--- src/rtl/rx_frame_ctrl.sv ---
// rtl/rx_frame_ctrl.sv - UART receive frame sequencer with holding register and VALID/READY output
//
// Validates the start bit, strobes an external shift register at mid-bit for
// each data bit, samples the stop bit and captures the shift register into a
// holding register presented to the host over VALID/READY.
//
// Optional build macro: RX_PARITY_EN adds an even-parity bit between the data
// and stop bits and a PERR status output.
//
// Ports:
//   CLK      in   system clock, rising edge
//   RST      in   synchronous active-high reset
//   TICK     in   oversampling strobe, OSR per bit period
//   RXD_F    in   filtered serial line, idle high
//   SR_DATA  in   parallel contents of the external shift register
//   SHIFT_EN out  one-cycle strobe: shift RXD_F into the shift register
//   BUSY     out  frame in progress (state != IDLE)
//   DOUT     out  holding register
//   VALID    out  holding register full
//   READY    in   host accepts DOUT when VALID & READY
//   FERR     out  stop bit was low for the frame in DOUT
//   OVR      out  sticky overrun flag
//   CLR_ERR  in   clears OVR
//   PERR     out  parity error for the frame in DOUT (RX_PARITY_EN only)

module rx_frame_ctrl #(
    parameter int SIZE = 8,
    parameter int OSR  = 16
) (
    input  logic            CLK,
    input  logic            RST,
    input  logic            TICK,
    input  logic            RXD_F,
    input  logic [SIZE-1:0] SR_DATA,
    output logic            SHIFT_EN,
    output logic            BUSY,
    output logic [SIZE-1:0] DOUT,
    output logic            VALID,
    input  logic            READY,
    output logic            FERR,
    output logic            OVR,
    input  logic            CLR_ERR
`ifdef RX_PARITY_EN
    ,
    output logic            PERR
`endif
);

    localparam int CW = $clog2(OSR);
    localparam int BW = $clog2(SIZE + 1);

    localparam logic [CW-1:0] CNT_MAX  = CW'(OSR - 1);
    localparam logic [CW-1:0] CNT_HALF = CW'(OSR / 2 - 1);
    localparam logic [BW-1:0] LAST_BIT = BW'(SIZE - 1);

    typedef enum logic [2:0] {
        S_IDLE,
        S_START,
        S_DATA,
`ifdef RX_PARITY_EN
        S_PARITY,
`endif
        S_STOP,
        S_WAIT_HIGH
    } state_t;

    state_t        state, state_nxt;
    logic [CW-1:0] cnt, cnt_nxt, cnt_inc;
    logic [BW-1:0] bit_idx, bit_idx_nxt;
    logic          shift_en_c;
    logic          load_c;
    logic          accept;

`ifdef RX_PARITY_EN
    logic          par_sample_c;
    logic          par_acc;
    logic          par_err;
`endif

    assign cnt_inc = (cnt == CNT_MAX) ? '0 : cnt + 1'b1;

    always_comb begin
        state_nxt   = state;
        cnt_nxt     = cnt;
        bit_idx_nxt = bit_idx;
        shift_en_c  = 1'b0;
        load_c      = 1'b0;
`ifdef RX_PARITY_EN
        par_sample_c = 1'b0;
`endif
        case (state)
            S_IDLE: begin
                if (TICK && !RXD_F) begin
                    state_nxt = S_START;
                    cnt_nxt   = '0;
                end
            end
            S_START: begin
                if (TICK) begin
                    if (cnt == CNT_HALF) begin
                        // Line back high at mid start bit: treat as a glitch.
                        cnt_nxt = '0;
                        if (RXD_F) begin
                            state_nxt = S_IDLE;
                        end else begin
                            bit_idx_nxt = '0;
                            state_nxt   = S_DATA;
                        end
                    end else begin
                        cnt_nxt = cnt_inc;
                    end
                end
            end
            S_DATA: begin
                if (TICK) begin
                    cnt_nxt = cnt_inc;
                    if (cnt == CNT_MAX) begin
                        shift_en_c  = 1'b1;
                        bit_idx_nxt = bit_idx + 1'b1;
                        if (bit_idx == LAST_BIT) begin
`ifdef RX_PARITY_EN
                            state_nxt = S_PARITY;
`else
                            state_nxt = S_STOP;
`endif
                        end
                    end
                end
            end
`ifdef RX_PARITY_EN
            S_PARITY: begin
                if (TICK) begin
                    cnt_nxt = cnt_inc;
                    if (cnt == CNT_MAX) begin
                        par_sample_c = 1'b1;
                        state_nxt    = S_STOP;
                    end
                end
            end
`endif
            S_STOP: begin
                if (TICK) begin
                    cnt_nxt = cnt_inc;
                    if (cnt == CNT_MAX) begin
                        load_c    = 1'b1;
                        state_nxt = RXD_F ? S_IDLE : S_WAIT_HIGH;
                    end
                end
            end
            S_WAIT_HIGH: begin
                // Break or framing error: wait for the line to recover
                // so a held-low line is not mistaken for a new start bit.
                if (RXD_F) begin
                    state_nxt = S_IDLE;
                end
            end
            default: begin
                state_nxt = S_IDLE;
            end
        endcase
    end

    always_ff @(posedge CLK) begin
        if (RST) begin
            state   <= S_IDLE;
            cnt     <= '0;
            bit_idx <= '0;
        end else begin
            state   <= state_nxt;
            cnt     <= cnt_nxt;
            bit_idx <= bit_idx_nxt;
        end
    end

    // Gated with RST so an aborted frame never shifts.
    assign SHIFT_EN = shift_en_c & ~RST;
    assign BUSY     = (state != S_IDLE);

    // A handshake in the load cycle frees the holding register for the new frame.
    assign accept = load_c && (!VALID || READY);

    always_ff @(posedge CLK) begin
        if (RST) begin
            DOUT  <= '0;
            VALID <= 1'b0;
            FERR  <= 1'b0;
            OVR   <= 1'b0;
        end else begin
            if (accept) begin
                DOUT  <= SR_DATA;
                FERR  <= ~RXD_F;
                VALID <= 1'b1;
            end else if (VALID && READY) begin
                VALID <= 1'b0;
            end
            // Set has priority over clear.
            if (load_c && VALID && !READY) begin
                OVR <= 1'b1;
            end else if (CLR_ERR) begin
                OVR <= 1'b0;
            end
        end
    end

`ifdef RX_PARITY_EN
    always_ff @(posedge CLK) begin
        if (RST) begin
            par_acc <= 1'b0;
            par_err <= 1'b0;
            PERR    <= 1'b0;
        end else begin
            if (state == S_START) begin
                par_acc <= 1'b0;
            end else if (shift_en_c) begin
                par_acc <= par_acc ^ RXD_F;
            end
            if (par_sample_c) begin
                // Even parity: data bits plus parity bit must XOR to zero.
                par_err <= par_acc ^ RXD_F;
            end
            if (accept) begin
                PERR <= par_err;
            end
        end
    end
`endif

endmodule

--- config.mk ---
export PLATFORM = sky130hd
export DESIGN_NAME = rx_frame_ctrl
export DESIGN_NICKNAME = d
export VERILOG_FILES = /design/src/rtl/rx_frame_ctrl.sv
export SDC_FILE = /design/constraint.sdc
export NUM_CORES = 1
export LEC_CHECK = 0
export CAP_MARGIN = 20
export CORE_MARGIN = 2
export CORE_UTILIZATION = 44
export DETAILED_ROUTE_END_ITERATION = 8
export PLACE_DENSITY = 0.74
export SETUP_SLACK_MARGIN = 0.3
export SLEW_MARGIN = 10
export SYNTH_ARGS = -nofsm -noshare
export SYNTH_HDL_FRONTEND = slang
export SYNTH_SLANG_ARGS = --single-unit
--- constraint.sdc ---
create_clock -name CLK -period 1.7 [get_ports CLK]
set_clock_uncertainty 0.05 [all_clocks]
set_input_delay 0.255 -clock CLK [delete_from_list [all_inputs] [get_ports CLK]]
set_output_delay 0.255 -clock CLK [all_outputs]
set_load 0.01 [all_outputs]
Figure 1. Clock network drawn from the DEF.
Bar = 20 um.
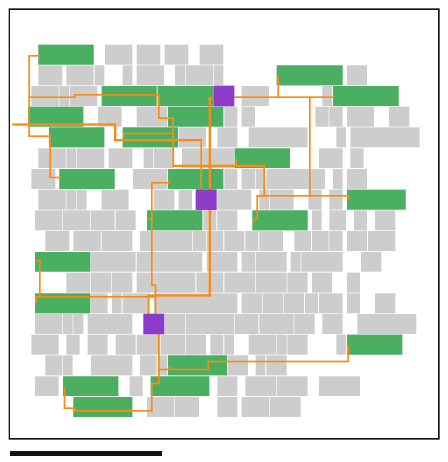
Key: clock drivers = purple [count 3]; clock wires = orange [length 296 um]; flip-flops = green [count 22]
There are 4 routed clock nets. Position of the flops: widely spread.
Clock Latency Late Sink: 0.32 ns
Clock Power Share: 22.1%

Figure 2. Selected gate families.
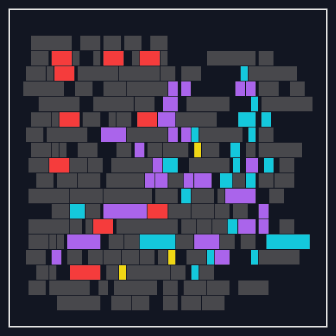
Key: NAND gates = cyan [cells 20]; inverters = yellow [cells 3]; multiplexers = red [cells 10]; inverting AOI/OAI gates = purple [cells 25]
Layout Cells excl Fill: 211
logic share of the area: 43.3%

==> results.toml <==
# yosys + openroad results
[floorplan]
fp_util_pct = 47.5
die_w_um = 56.2
io_pins = 27
dieArea_um2 = 3150
taps = 30
chipHeight_um = 56.2

[finish]
n_fill_cell = 191
final_core_util_pct = 72.8
largest_class = "combinational gates"
logic_gate_count = 96
seq_area_um2 = 453
inverters_excl_clock = 3
n_antenna_cell = 0
buf_share_pct = 26.5
flops = 22
finalNetCount = 198
clock_area_share_pct = 2.86
syn2layout_area_growth_pct = 53.3
nClkBuffers = 3
logic_area_um2 = 795
drive_gt1_share_pct = 35.9
num-nonclk-buffers = 56

[worst_setup_path]
crit_path_end_kind = "register"
startpoint_type = "input pin"
critPathMaxFanout = 5
crit_required_ns = 1.87
rrSetupSlack_ns = 0.07
crit_arrival_ns = 1.81
worstSetupPathType = "in2reg"

[logic_synthesis]
ys_seq_share_pct = 36.8
common_cells = "dfxtp_1, nor2_1, a21oi_1, mux2i_1, nand2_1"
edf_count = 0
synth_top_area_share_pct = 36.8
adder_share_pct = 2.09
yosysUniqueCellTypes = 44
syn_area_per_cell_um2 = 9.21
most_common_cell = "dfxtp_1"
synthFlopType = "dfxtp_1"
syn_inst = 130
synth.comb.largest_family = "simple AND/OR/NAND/NOR gates"
ys_sh_mux_pct = 8.78
yosys.area_share.aoi_pct = 18.8
synth.area.top_cells = "dfxtp_1, mux2i_1, nor2_1"
numSynthFlops = 22
synth_warnings = 0
yosysTopAreaCell = "dfxtp_1"
syn-cell-area_um2 = 1200
yosysCellCount = 130
ys_sh_simple_pct = 26.1
ys_sh_xor_pct = 1.46
yosys_area_um2 = 1200
synth.net_count = 146
async_reset_ff_share_pct = 0

[run_status]
status = "complete, no violations"

[pwr]
p_leak_nw = 0.747
peakVddDrop_uv = 987
power_w = 0.00189
p_per_area_nw_per_um2 = 1030

[grt]
grt_max_degree = 25
grt_overflow_total = 0
grtUsageMet1_pct = 25.8
grt_pass1_vias = 1246
met2_usage_pct = 36.6
track_usage_pct = 21.5
antenna_found_initial = 0
grt_busiest_layer = "met2"
met3_usage_pct = 4.88
grt_pass1_wl_um = 5470

[timing]
layout_setup_ws_ns = 0.0602
finalSetupTns_ns = 0
rsz0062_at_grt = "true"
hold_viol = 0
relSlewSlack_pct = 75.8
worst_hold_slack_ns = 0.456
setup_viol = 0
worst_pin_slew_ns = 0.362
min_period_ns = 1.64
finalMaxSlewViolations = 0
timing.fmax_mhz = 610
finalClockPeriodUsage_pct = 96.5

[run]
tool_warnings = 29
cap_violations = 0

[route]
drt_iter0_drc = 16
vias = 1182
routed-wl-met3_um = 174
drcViolationCount = 0
met2_length_um = 1660
viasPerCell = 5.60
antenna_left = 0
wire_per_inst_um = 15.7
drt-total-wl_um = 3320
wl_met1_um = 1420
drt-pass1-iter-count = 4
top_layer = "met4"

[clock_network]
cts_root_buf = "clkbuf_4"
cts_buffers = 3
htree_levels = 1
clock_path_buffers = 2
cts_tree = "done"
clkSlewWorstSetupHoldPaths_ns = 0.13
clock_sinks = 22

[placed_design]
gp_congestion = 0.803
dp_cells = 199
port-buffer-count = 26
placed_area_um2 = 1620
dp_hpwl_um = 2150
pre_cts_ws_ns = -0.284

[hold_path]
hp-class = "reg2reg"
Figure 3. Placement by cell class.
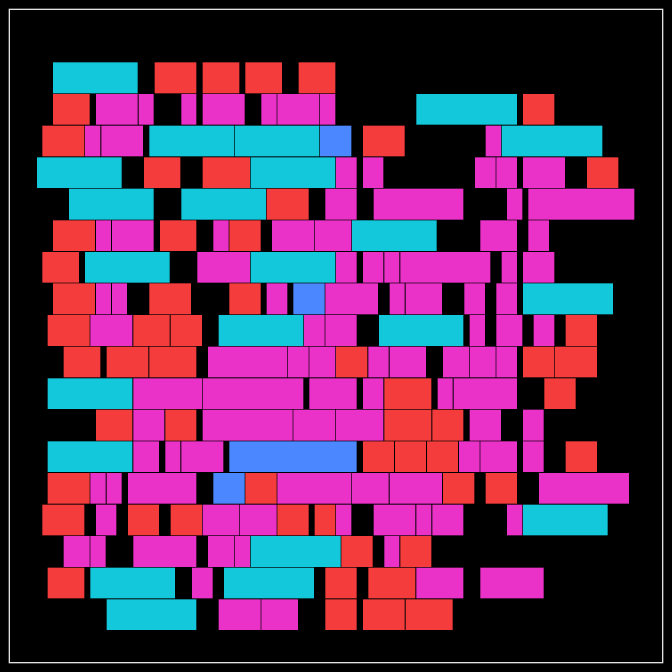
Key: combinational and other logic = magenta [cells 99]; other buffers and delay cells = red [cells 56]; flops = cyan [cells 22]; clock drivers and dummy loads = blue [cells 4]
core box area: 2520 um2
# rows: 18
sequential share of cell area: 24.7%
post-route cell area: 1840 um2

sequential cells by signal, summed over array words and instances, names as in the netlist:
name and flops:
bit_idx 4, VALID 1, state 3, FERR 1
DOUT 8, OVR 1, cnt 4
timing repair:
action	4_1_cts	5_1_grt
endpoints found under the hold margin	0	0
setup endpoints to repair	33	22
pin swaps	11	2
buffers inserted	7	0
resized	42	6
hold buffers	0	0
gates cloned	1	0
power breakdown:
part | total, W | switching (W) | internal, W | leakage [nW]
Sequential | 0.000565 | 0.0000165 | 0.000548 | 0.181
Combinational | 0.000907 | 0.000435 | 0.000472 | 0.538
Clock | 0.000416 | 0.000178 | 0.000239 | 0.0279
Total | 0.00189 | 0.000629 | 0.00126 | 0.747
final timing paths:
| path | from | to | cells after the start |
|---|---|---|---|
| min | DOUT[7] | DOUT[7] | 2 |
| max | TICK | state[0] | 6 |
| max reg2reg | state[1] | state[2] | 6 |
| min reg2reg | DOUT[7] | DOUT[7] | 2 |
kinds of logic after synthesis:
kind of cell | after synthesis
xor gates and xnor gates | 2
DFF | 22
buffers and inverters | 12
AOI/OAI and AO/OA | 30
and+or+nand+nor | 52
muxes | 10
adders and majority gates | 2
layout by cell type (no fill, tap or decap), drive strengths merged, types with 2 or more instances in the layout:
cell and instances:
nor4 2, nor3 4, ha 2, o211ai 2, nand3b 2, a21oi 9
nand2 8, inv 3, nor2b 3, nor2 15, nor4b 2, xor2 2
a31oi 2, dfxtp 22, dlygate4sd2 11, o21ai 6, clkbuf 3, clkdlybuf4s50 13
nand3 7, a21o 2, buf 31, mux2i 9
worst max-delay path, stage by stage:
cell and delay, ns:
clkdlybuf4s50_1 0.59, nand4_4 0.14, buf_4 0.19, a22oi_4 0.22, nand3_4 0.11, mux2_4 0.31
Power is estimated from default activity; no workload was simulated.
